[src/rtl/wm_embed_pkg.sv]
// ---------------------------------------------------------------------------
// wm_embed_pkg
// Shared definitions for the watermark embedding block: the frame FSM state
// encoding, the grayscale pixel width and the default frame geometry.
// Also provides a helper that sizes the column/row counters.
// ---------------------------------------------------------------------------
package wm_embed_pkg;

  typedef enum logic [1:0] {
    IDLE  = 2'd0,
    RUN   = 2'd1,
    FLUSH = 2'd2,
    DONE  = 2'd3
  } state_t;

  localparam int PIX_W         = 8;
  localparam int DEFAULT_IMG_W = 256;
  localparam int DEFAULT_IMG_H = 256;

  // A single-line frame (IMG_H = 1) would give a zero-width row counter,
  // so every counter keeps at least one bit.
  function automatic int cnt_width(input int n);
    return (n > 1) ? $clog2(n) : 1;
  endfunction

endpackage

[src/rtl/wm_lsb_insert.sv]
// ---------------------------------------------------------------------------
// wm_lsb_insert
// Combinational LSB substitution of watermark bits into a cover pixel.
// Ports:
//   mode     in   1      1 = replace two LSBs, 0 = replace one LSB
//   wm_data  in   2      watermark bits
//   pix_in   in   PIX_W  cover pixel
//   pix_out  out  PIX_W  watermarked pixel
// ---------------------------------------------------------------------------
module wm_lsb_insert
  import wm_embed_pkg::*;
(
  input  logic             mode,
  input  logic [1:0]       wm_data,
  input  logic [PIX_W-1:0] pix_in,
  output logic [PIX_W-1:0] pix_out
);

  // In 1-bit mode only wm_data[0] is used; bit 1 of the cover pixel survives.
  always_comb begin
    pix_out = pix_in;
    if (mode) begin
      pix_out = {pix_in[PIX_W-1:2], wm_data[1:0]};
    end else begin
      pix_out = {pix_in[PIX_W-1:1], wm_data[0]};
    end
  end

endmodule

[src/rtl/wm_embed.sv]
// ---------------------------------------------------------------------------
// wm_embed
// Streams one grayscale frame through an LSB watermark embedder with a
// single-entry output register and valid/ready handshakes on both sides.
// Ports:
//   clk, rst            clock, asynchronous active-high reset
//   start               one-cycle pulse, begins a frame when idle
//   WM_select           embedding mode, latched at frame start (1 = 2 bits)
//   WM_Data             watermark bits, consumed on each accepted pixel
//   pix_in/_valid/_ready      input pixel stream
//   pix_out/_valid/_ready     output pixel stream, pix_out_last tags the
//                             final pixel of the frame
//   wm_adv              pulse per accepted pixel (WM_Data consumed)
//   busy                high whenever a frame is in progress
//   frame_done          one-cycle pulse once the last pixel has left
// ---------------------------------------------------------------------------
module wm_embed
  import wm_embed_pkg::*;
#(
  parameter int IMG_W = DEFAULT_IMG_W,
  parameter int IMG_H = DEFAULT_IMG_H
) (
  input  logic             clk,
  input  logic             rst,
  input  logic             start,
  input  logic             WM_select,
  input  logic [1:0]       WM_Data,
  input  logic [PIX_W-1:0] pix_in,
  input  logic             pix_in_valid,
  output logic             pix_in_ready,
  output logic [PIX_W-1:0] pix_out,
  output logic             pix_out_valid,
  input  logic             pix_out_ready,
  output logic             pix_out_last,
  output logic             wm_adv,
  output logic             busy,
  output logic             frame_done
);

  localparam int COL_W = cnt_width(IMG_W);
  localparam int ROW_W = cnt_width(IMG_H);
  localparam logic [COL_W-1:0] COL_MAX = COL_W'(IMG_W - 1);
  localparam logic [ROW_W-1:0] ROW_MAX = ROW_W'(IMG_H - 1);

  state_t           state;
  logic             mode;
  logic [COL_W-1:0] col;
  logic [ROW_W-1:0] row;
  logic [PIX_W-1:0] embedded;
  logic             accept;
  logic             out_hs;
  logic             at_last;

  wm_lsb_insert u_insert (
    .mode    (mode),
    .wm_data (WM_Data),
    .pix_in  (pix_in),
    .pix_out (embedded)
  );

  // The output register may be refilled in the same cycle it is drained,
  // which is what gives one pixel per clock when downstream is ready.
  assign pix_in_ready = (state == RUN) && (!pix_out_valid || pix_out_ready);
  assign accept       = pix_in_valid && pix_in_ready;
  assign out_hs       = pix_out_valid && pix_out_ready;
  assign at_last      = (col == COL_MAX) && (row == ROW_MAX);

  assign wm_adv       = accept;
  assign busy         = (state != IDLE);
  assign frame_done   = (state == DONE);

  // FSM, raster counters and output register. The counters wrap to zero on
  // the final pixel so the row counter never runs past IMG_H-1; they are
  // also cleared on start so a frame always begins at the top-left pixel.
  always_ff @(posedge clk or posedge rst) begin
    if (rst) begin
      state         <= IDLE;
      mode          <= 1'b0;
      col           <= '0;
      row           <= '0;
      pix_out       <= '0;
      pix_out_valid <= 1'b0;
      pix_out_last  <= 1'b0;
    end else begin
      if (accept) begin
        pix_out       <= embedded;
        pix_out_valid <= 1'b1;
        pix_out_last  <= at_last;
      end else if (out_hs) begin
        pix_out_valid <= 1'b0;
        pix_out_last  <= 1'b0;
      end

      if (accept) begin
        if (col == COL_MAX) begin
          col <= '0;
          row <= at_last ? '0 : row + ROW_W'(1);
        end else begin
          col <= col + COL_W'(1);
        end
      end

      case (state)
        IDLE: begin
          if (start) begin
            mode  <= WM_select;
            col   <= '0;
            row   <= '0;
            state <= RUN;
          end
        end
        RUN: begin
          if (accept && at_last) begin
            state <= FLUSH;
          end
        end
        FLUSH: begin
          if (out_hs) begin
            state <= DONE;
          end
        end
        DONE: begin
          state <= IDLE;
        end
        default: begin
          state <= IDLE;
        end
      endcase
    end
  end

endmodule

[config.mk]
export PLATFORM = sky130hd
export DESIGN_NAME = wm_embed
export DESIGN_NICKNAME = d
export VERILOG_FILES = /design/src/rtl/wm_embed_pkg.sv /design/src/rtl/wm_lsb_insert.sv /design/src/rtl/wm_embed.sv
export SDC_FILE = /design/constraint.sdc
export NUM_CORES = 1
export LEC_CHECK = 0
export ABC_AREA = 1
export CAP_MARGIN = 0
export CELL_PAD_IN_SITES_DETAIL_PLACEMENT = 1
export CELL_PAD_IN_SITES_GLOBAL_PLACEMENT = 1
export CORE_MARGIN = 3
export CORE_UTILIZATION = 29
export CTS_BUF_LIST = sky130_fd_sc_hd__clkbuf_2
export DETAILED_ROUTE_END_ITERATION = 12
export PLACE_DENSITY_LB_ADDON = 0.25
export SKIP_CTS_REPAIR_TIMING = 1
export SYNTH_ARGS = -nofsm -noshare
export SYNTH_HDL_FRONTEND = slang
export SYNTH_SLANG_ARGS = --single-unit
[constraint.sdc]
create_clock -name clk -period 1.8 [get_ports clk]
set_input_delay 0.36 -clock clk [delete_from_list [all_inputs] [get_ports clk]]
set_output_delay 0.36 -clock clk [all_outputs]
set_load 0.05 [all_outputs]
run_1/floorplan.png
Scale bar: 20 um. Pins as bars on the die edge. Tap cells in gray.
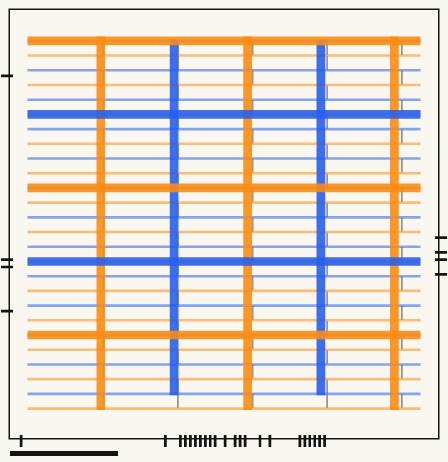
| net | color |
|---|---|
| VSS | orange |
| VDD | blue |
signal pins: 30
met5 straps: 5
met4 straps: 5
rows: 25
met1 rails: 26

run_1/layers.png
Only two layers are drawn.
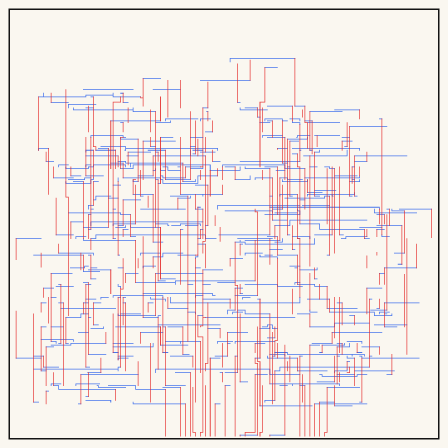
| layer | color | wire length |
|---|---|---|
| M1 | blue | 1,720 um |
| M2 | red | 1,950 um |

==> Changelog: implementation, run 1 <==
### Metrics

* Antenna diode count at 0
* Reg area at 727 um^2
* Slew margin rel. at 73.9%
* Mux share at 0%
* Logic share of the area at 35.4%
* Vias at 1,349
* Largest delay share family, worst path: buffers and inverters
* Non-Filler Instances at 304
* Leak Pwr at 1.05 nW
* Clock buffers at 5
* Die Size at 6260 um^2
* # DRC at 0
* Util after Layout at 42.4%
* Top cell area share at 46.8%
* Clk Latency, worst-skew pair at 0.38 ns
* Tap Count at 67
* NetSw at 1.33 mW
* Cts bufs inserted at 5
* Mi-comb count at 136
* Arr. time, crit path at 1.38 ns
* Average size of a mapped cell at 8.34 um^2
* Status: finished, final reports clean
* Post-Synth AOI/OAI Area at 5.32%
* M2 GR Usage at 23.7%
* Slowest CP cell: clkdlybuf4s50_1
* Vias per cell at 4.44
* Sequential power at 907 uW
* Critical path depth in cells at 6
* Period Utilization, post-route at 96.9%
* Tool warnings at 32
* Synthesized registers at 29
* Peak VDD IR at 0.869 mV
* Vias in the first global route at 1,444
* Die Wd at 79.1 um
* Syn Inst Count at 186
* Slowest Stage Delay on Critical Path at 0.47 ns
* Final hold slack at 0.346 ns
* Share of cells above drive strength 1 at 25.7%
* CTS root buf: clkbuf_2
* Dominant comb cell: simple AND/OR/NAND/NOR gates
* Origin of the worst setup path: pix_out_ready
* FILL cells at 608
* Clock power frac at 12.3%
* Syn nets at 209
* Final WL at 3.82 mm
* Met3 Usage GRT at 3.63%
* Clk pin slew, worst setup/hold paths at 0.18 ns
* Post-DP HPWL at 2.91 mm
* Signal buffers at 46
* Row count at 25
* Pre-CTS setup slack at -0.0587 ns
* Unrepaired setup endpoints after global routing: yes
* Total negative slack at 0 ns
* IO buf count at 28
* Logic area at 742 um^2
* Cells on worst reg2reg path at 10
* Area Growth Syn to Fin at 35.1%
* Total Power at 2.83 mW
* Dominant logic cell type in the layout: nand2_1
* Hold Violations, Final at 0
* Yosys stat area at 1550 um^2
* Initial DRC Count at 49
* Critical Path Source Type: input port
* Initial Utilization at 31.4%
* Area fraction in xor and xnor cells at 1.69%
* Crit Path Class: input port to output pin
* Crit. End Element: output pin
* P_comb at 1.57 mW
* Yosys top cell by area: dfrtp_1
* Non-clock buffer contribution to total cell area at 20.5%
* Largest registers: col (8), pix_out (8), row (8)
* Router iterations before antenna repair at 3
* Seq pwr share at 32.1%
* Pwr dens at 1350 nW/um^2
* H-tree levels at 2
* Met1 Use GR at 16.6%
* Nets at 259
* Adder share at 5.65%
* Critical path, cell by cell: clkdlybuf4s50_1, inv_1, nand2_2, buf_4, and2_1, buf_12
* Sw Share at 47.0%
* Final instance area at 2100 um^2
* Final Skew at 0.0228 ns
* Highest Clock Rate at 573 MHz
run_1/ff_map.png
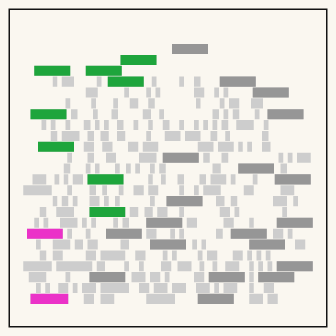
| name in the netlist | color | flops |
|---|---|---|
| `state` | magenta | 2 |
| `row` | green | 8 |
not colored: 19

## run 1: synth_stat cells
cell type	count
o31ai_1	1
nand2_4	1
or2_2	2
nand3_1	9
dfrtp_1	29
buf_6	2
nor3b_2	1
xor2_1	2
nand3_4	1
o21bai_1	1
buf_2	1
nand2_2	4
inv_2	1
inv_1	16
ha_1	7
nor3_1	2
o21ai_1	1
nand4_1	3
nor3b_1	1
a211oi_2	1
xnor2_1	1
o21ai_0	5
and2_1	1
nor2_4	5
clkinv_2	1
nor2_2	1
a21oi_1	5
nand2_1	56
nor2_1	25
## run 1: logic make-up (layout without fill, tap and decap cells)
family	Yosys count	after routing
AND-OR/OR-AND	14	14
XOR/XNOR	3	3
adder cells (fa/ha/maj)	7	7
buffers and inverters	21	72
flip-flops	29	29
AND/OR/NAND/NOR	112	112
==> run 2, diff against run 1 <==
RECOVER_POWER = 50   (was not set)
run_2/floorplan.png
Scale bar: 20 um. Pins as bars on the die edge. Tap cells in gray.
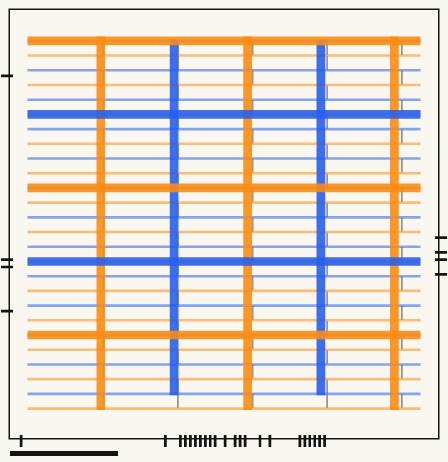
| net | color |
|---|---|
| VSS | orange |
| VDD | blue |
signal pins: 30
met1 rails: 26
tap cells: 67
rows: 25

==> run 2 against run 1 <==
  * Clock skew is essentially flat
  * Synthesized cell count unchanged
  * Count of clock-buffer cells in the layout stayed put
  * First-iteration DRC count is the same
  * Via count unchanged
  * Maximum frequency about the same
  * Sequential power about the same
  * Area after synthesis did not move
  * Hold slack gained 0.14 ns
  * Critical endpoint unchanged
==> Changelog: implementation, run 2 <==
### Metrics

* First-pass GRT wire length at 6.73 mm
* Status: finished, final reports clean
* Yosys top cell by instances: nand2_1
* Predominant post-synthesis flop cell: dfrtp_1
* FILL cells at 608 (unchanged)
* Router iterations before antenna repair at 3 (unchanged)
* Post-DP HPWL at 2.91 mm (unchanged)
* Reg area at 727 um^2 (unchanged)
* Final setup fails at 0
* H-tree levels at 2 (unchanged)
* Slew Limit Fails at 0
* Non-clock buffer contribution to total cell area at 20.4% (-0.095 points)
* Tool warnings at 32 (unchanged)
* Seq area share at 34.7%
* Pwr dens at 1350 nW/um^2 (about the same)
* Leading cell types by count after synthesis: 56 x nand2_1, 29 x dfrtp_1, 25 x nor2_1
* Cells on worst reg2reg path at 10 (unchanged)
* Final hold slack at 0.491 ns (+0.144 ns)
* Highest Clock Rate at 573 MHz (about the same)
* Largest net degree at the start of global routing at 30
* Post-synth EDFFs at 0 (unchanged)
* Clk pin slew, worst setup/hold paths at 0.18 ns (about the same)
* Slowest CP cell: clkdlybuf4s50_1
* Dominant logic cell type in the layout: nand2_1
* Clock power frac at 12.3% (about the same)
* Antenna diode count at 0 (unchanged)
* Critical path depth in cells at 6 (unchanged)
* Die Size at 6260 um^2 (unchanged)
* Post-Synth AOI/OAI Area at 5.32% (unchanged)
* Total negative slack at 0 ns (unchanged)
* Logic area at 742 um^2 (unchanged)
* Seq pwr share at 32.1% (about the same)
* Arr. time, crit path at 1.38 ns (about the same)
* Yosys stat area at 1550 um^2 (unchanged)
* Sw Share at 47.0% (about the same)
* Met2 routed WL at 1.95 mm
* Adder share at 5.65% (unchanged)
* Final Skew at 0.0228 ns (+0.000000300 ns)
* Yosys cell types at 29
* Aggregate global-route resource usage at 13.8%
* Largest delay share family, worst path: buffers and inverters
* Sequential power at 907 uW (about the same)
* Initial Utilization at 31.4% (unchanged)
* Clock buffers at 5 (unchanged)
* Area fraction in xor and xnor cells at 1.69% (unchanged)
* Share of cells above drive strength 1 at 25.7% (unchanged)
* Peak VDD IR at 0.869 mV (about the same)
* Logic share of the area at 35.4% (+0.042 points)
* IO buf count at 28 (unchanged)
* Slowest Stage Delay on Critical Path at 0.47 ns (about the same)
* Synthesized registers at 29 (unchanged)
* Cts bufs inserted at 5 (unchanged)
* Crit. End Element: output pin
* Util after Layout at 42.4% (-0.051 points)
* ANT nets after route at 0
* Clk Latency, worst-skew pair at 0.38 ns (about the same)
* Clock Power at 348 uW
* Non-CTS inverters at 18
* NetSw at 1.33 mW (about the same)
* Row count at 25 (unchanged)
* Final WL at 3.82 mm (about the same)
* Final WS setup at 0.0561 ns
* Int Pwr at 1.50 mW
* Critical Path Source Type: input port
* Main power group: combinational logic
* Critical path, cell by cell: clkdlybuf4s50_1, inv_1, nand2_2, buf_4, and2_1, buf_12
* Pre-CTS setup slack at -0.0587 ns (unchanged)
* Leak Pwr at 1.05 nW (about the same)
* Met1 Use GR at 16.6% (unchanged)
* Crit Path Class: input port to output pin
* GPL Wtd Cong at 0.751
* Yosys top cell by area: dfrtp_1
* Mux share at 0% (unchanged)
* Initial DRC Count at 49 (unchanged)
* Average size of a mapped cell at 8.34 um^2 (unchanged)
* # DRC at 0 (unchanged)
* Vias per cell at 4.44 (unchanged)
* Biggest area cells: dfrtp_1 47%, nand2_1 14%, nor2_1 6.0%
* Combinational power share at 55.6%
* Vias in the first global route at 1,444 (unchanged)
* Period Utilization, post-route at 96.9% (about the same)
* Unrepaired setup endpoints after global routing: yes
* Dominant comb cell: simple AND/OR/NAND/NOR gates
* Hold Violations, Final at 0 (unchanged)
* Top cell area share at 46.8% (unchanged)
* Sink Count at 29
* Total Power at 2.82 mW (about the same)
* Syn Inst Count at 186 (unchanged)
* Largest registers: col (8), pix_out (8), row (8)
* Syn nets at 209 (unchanged)
* Yosys cell count at 186
* M2 GR Usage at 23.7% (unchanged)
* Vias at 1,349 (unchanged)
* Signal buffers at 46 (unchanged)
* Nets at 259 (unchanged)
* # IOs at 30
* Origin of the worst setup path: pix_out_ready
* Slew margin rel. at 48.9% (-25 points)
* P_comb at 1.57 mW (about the same)
* CTS root buf: clkbuf_2
* Hold crit path type: input port to flip-flop
* R2r endpoint: state[1]
* Tap Count at 67 (unchanged)
* Hold EP: pix_out[4]
* Most numerous logic cells after layout: 56 x nand2_1, 28 x dfrtp_1, 27 x buf_4, 25 x nor2_1, 15 x inv_1
* Die Wd at 79.1 um (unchanged)
* End of the critical path: pix_in_ready
* Mi-comb count at 136 (unchanged)
* Met3 Usage GRT at 3.63% (unchanged)
* Synth async-reset ratio at 100% (unchanged)
* Antenna violations before repair at 0
* Yosys simple share at 34.4%
* Area Growth Syn to Fin at 34.9%
[run 2: netlist changes by cell type in the layout (fill, tap and decap cells not counted)]
cell / delta
dlygate4sd3_1: +1
clkdlybuf4s50_1: -1
clkbuf_2: +1
buf_4: -1
[run 2: metrics by stage]
| stage | std cells | area, um^2 |
|---|---|---|
| 2_1_floorplan | 186 | 1550 |
| 3_3_place_gp | 290 | 1990 |
| 3_5_place_dp | 290 | 1990 |
| 4_1_cts | 298 | 2040 |
| 5_1_grt | 304 | 2090 |
| 6_report | 304 | 2090 |
[run 2: worst reg2reg max path: stages (launching register included)]
cell and delay (ns):
dfrtp_1 0.43, ha_1 0.20, nand2_2 0.10, nor2_4 0.14, nand2_4 0.09, nor2_1 0.11
nand2_1 0.09, nand2_1 0.11, nand2_1 0.09, nand2_1 0.06, nand2_1 0.04
==> run 3, diff against run 2 <==
HOLD_SLACK_MARGIN = 0.12   (was not set)
TNS_END_PERCENT = 10   (was not set)
run_3/layers.png
Only two layers are drawn.
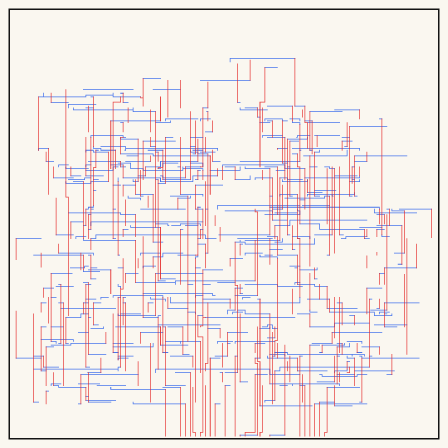
| layer | color | wire length |
|---|---|---|
| M1 | blue | 1,700 um |
| M2 | red | 1,930 um |

==> run 3 against run 2 <==
  * Global-route usage stayed put
  * Largest power group unchanged
  * Sequential cell count is the same
  * Utilization shrank 0.10 points
  * Count of clock-buffer cells in the layout is the same
  * Die area is the same
  * Synthesized cell count stayed put
  * Register-to-register slack barely moved
  * Clock skew hardly changed
==> Changelog: implementation, run 3 <==
### Metrics

* H-tree levels at 2 (unchanged)
* Clock power frac at 12.3% (about the same)
* Dominant logic cell type in the layout: nand2_1
* Antenna violations before repair at 0 (unchanged)
* Vias in the first global route at 1,444 (unchanged)
* Yosys cell count at 186 (unchanged)
* Final instance area at 2090 um^2 (-0.24%)
* Yosys stat area at 1550 um^2 (unchanged)
* Leak Pwr at 1.05 nW (-0.52%)
* Sequential power at 907 uW (about the same)
* Clk Latency, worst-skew pair at 0.37 ns (about the same)
* Yosys top cell by instances: nand2_1
* Leading cell types by count after synthesis: 56 x nand2_1, 29 x dfrtp_1, 25 x nor2_1
* End of the critical path: pix_in_ready
* Post-DP HPWL at 2.91 mm (unchanged)
* CP max FO at 2
* Period Utilization, post-route at 96.9% (unchanged)
* Seq area share at 34.8% (+0.083 points)
* Worst Hold Launch: pix_in[4]
* Yosys warning total at 0
* R2r endpoint: state[1]
* Synthesized registers at 29 (unchanged)
* Final WS setup at 0.0561 ns (unchanged)
* Placed insts at 290 (unchanged)
* # IOs at 30 (unchanged)
* Synth Cell Area at 1550 um^2
* P_comb at 1.57 mW (about the same)
* Clock-cell share at 2.04%
* Total Power at 2.82 mW (about the same)
* R2R setup slack at 0.23 ns
* Min Clock Period, post-route at 1.74 ns
* Final hold slack at 0.491 ns (+0.000576 ns)
* Sink Count at 29 (unchanged)
* # DRC at 0 (unchanged)
* Arr. time, crit path at 1.38 ns (about the same)
* Most numerous logic cells after layout: 56 x nand2_1, 28 x dfrtp_1, 26 x buf_4, 24 x nor2_1, 15 x inv_1
* Worst Path Required at 1.44 ns
* Highest Clock Rate at 573 MHz (unchanged)
* Aggregate global-route resource usage at 13.8% (unchanged)
* Die Wd at 79.1 um (unchanged)
* ANT nets after route at 0 (unchanged)
* Synth async-reset ratio at 100% (unchanged)
* Util after Layout at 42.3% (-0.10 points)
* Crit. End Element: output pin
* Biggest area cells: dfrtp_1 47%, nand2_1 14%, nor2_1 6.0%
* Non-Filler Instances at 303 (-0.33%)
* Sequential cells at 29
* RR Startpoint: col[0]
* Final WL at 3.80 mm (-0.63%)
* Hold Violations, Final at 0 (unchanged)
* Clk pin slew, worst setup/hold paths at 0.18 ns (about the same)
* CTS root buf: clkbuf_2
* Vias at 1,347 (-0.15%)
* Combinational power share at 55.6% (about the same)
* Hold EP: pix_out[4]
* GPL Wtd Cong at 0.751 (unchanged)
* CTS Buffer Depth at 2
* Slew Limit Fails at 0 (unchanged)
* Origin of the worst setup path: pix_out_ready
* NetSw at 1.33 mW (about the same)
* Clock buffers at 5 (unchanged)
* Clock Power at 347 uW (about the same)
* Largest registers: col (8), pix_out (8), row (8)
* Nets at 258 (-0.39%)
* Non-clock buffer contribution to total cell area at 20.1% (-0.31 points)
* Mi-comb count at 136 (unchanged)
* Main power group: combinational logic
* Die H at 79.1 um
* Post-synth seq share at 46.8%
* Yosys cell types at 29 (unchanged)
* Syn nets at 209 (unchanged)
* Predominant post-synthesis flop cell: dfrtp_1
* Wirelength per Cell at 12.5 um
* Core box area at 4940 um^2
* Area Growth Syn to Fin at 34.6%
* Status: finished, final reports clean
* Initial DRC Count at 46 (-6.1%)
* Syn Inst Count at 186 (unchanged)
* Router iterations before antenna repair at 3 (unchanged)
* IO buf count at 28 (unchanged)
* Slew margin rel. at 49.0% (about the same)
* Post-DP Area at 1990 um^2 (unchanged)
* Crit Path Class: input port to output pin
* Tool warnings at 32 (unchanged)
* Row count at 25 (unchanged)
* Pwr dens at 1350 nW/um^2 (+0.23%)
* Vias per cell at 4.45 (+0.18%)
* Int Pwr at 1.50 mW (about the same)
* Yosys top cell by area: dfrtp_1
* Worst slew pin tran at 0.765 ns
* Reg area at 727 um^2 (unchanged)
* Die Size at 6260 um^2 (unchanged)
* Logic area at 744 um^2 (+0.34%)
* Average size of a mapped cell at 8.34 um^2 (unchanged)
* Cells on worst reg2reg path at 10 (unchanged)
* Hold crit path type: input port to flip-flop
* Tap Count at 67 (unchanged)
* Total negative slack at 0 ns (unchanged)
* Signal buffers at 45 (-2.2%)
* Largest net degree at the start of global routing at 30 (unchanged)
* Logic share of the area at 35.7% (+0.20 points)
* Final Skew at 0.0228 ns (-0.00000100 ns)
* Area-dominant class: combinational gates
* Cts bufs inserted at 5 (unchanged)
* Top cell area share at 46.8% (unchanged)
* Final setup fails at 0 (unchanged)
* Initial Utilization at 31.4% (unchanged)
* Hold path depth at 3
* Share of cells above drive strength 1 at 25.8% (+0.11 points)
* Non-CTS inverters at 18 (unchanged)
* Antenna diode count at 0 (unchanged)
* Maxcap violations at 0
* Clock tree from TritonCTS: yes
* Unrepaired setup endpoints after global routing: yes
* Total gr overflow at 0
* Sw Share at 47.0% (about the same)
* Critical Path Source Type: input port
* FILL cells at 607 (-0.16%)
* First-pass GRT wire length at 6.73 mm (unchanged)
* Post-synth EDFFs at 0 (unchanged)
* Peak VDD IR at 0.869 mV (about the same)
* Pre-CTS setup slack at -0.0587 ns (unchanged)
* Seq pwr share at 32.1% (about the same)
-- run 3: cell types whose count changed in the layout (fill, tap and decap cells not counted) --
cell,previous run,this run
nor2_2,1,2
buf_4,27,26
nor2_1,25,24
-- run 3: kinds of logic after synthesis --
logic type	synth area share, %
and+or+nand+nor	34.4
AOI/OAI and AO/OA	5.32
adders and majority gates	5.64
buffers and inverters	6.21
DFF	46.8
xor gates and xnor gates	1.69
-- run 3: metal layers --
metal	vias to the layer above	share of wire (%)	wire (um)	track usage, %
met1	646	45	1700	16.6
li1	684	-	-	-
met5	-	0	0	0
met4	0	1.3	51	5.15
met3	5	2.9	109	3.63
met2	12	51	1930	23.7
-- run 3: critical path: stages --
cell and delay (ns):
clkdlybuf4s50_1 0.47, inv_1 0.05, nand2_2 0.08, buf_4 0.11
and2_1 0.16, buf_12 0.14
No activity file was given, so power comes from the tool's default toggle rates.
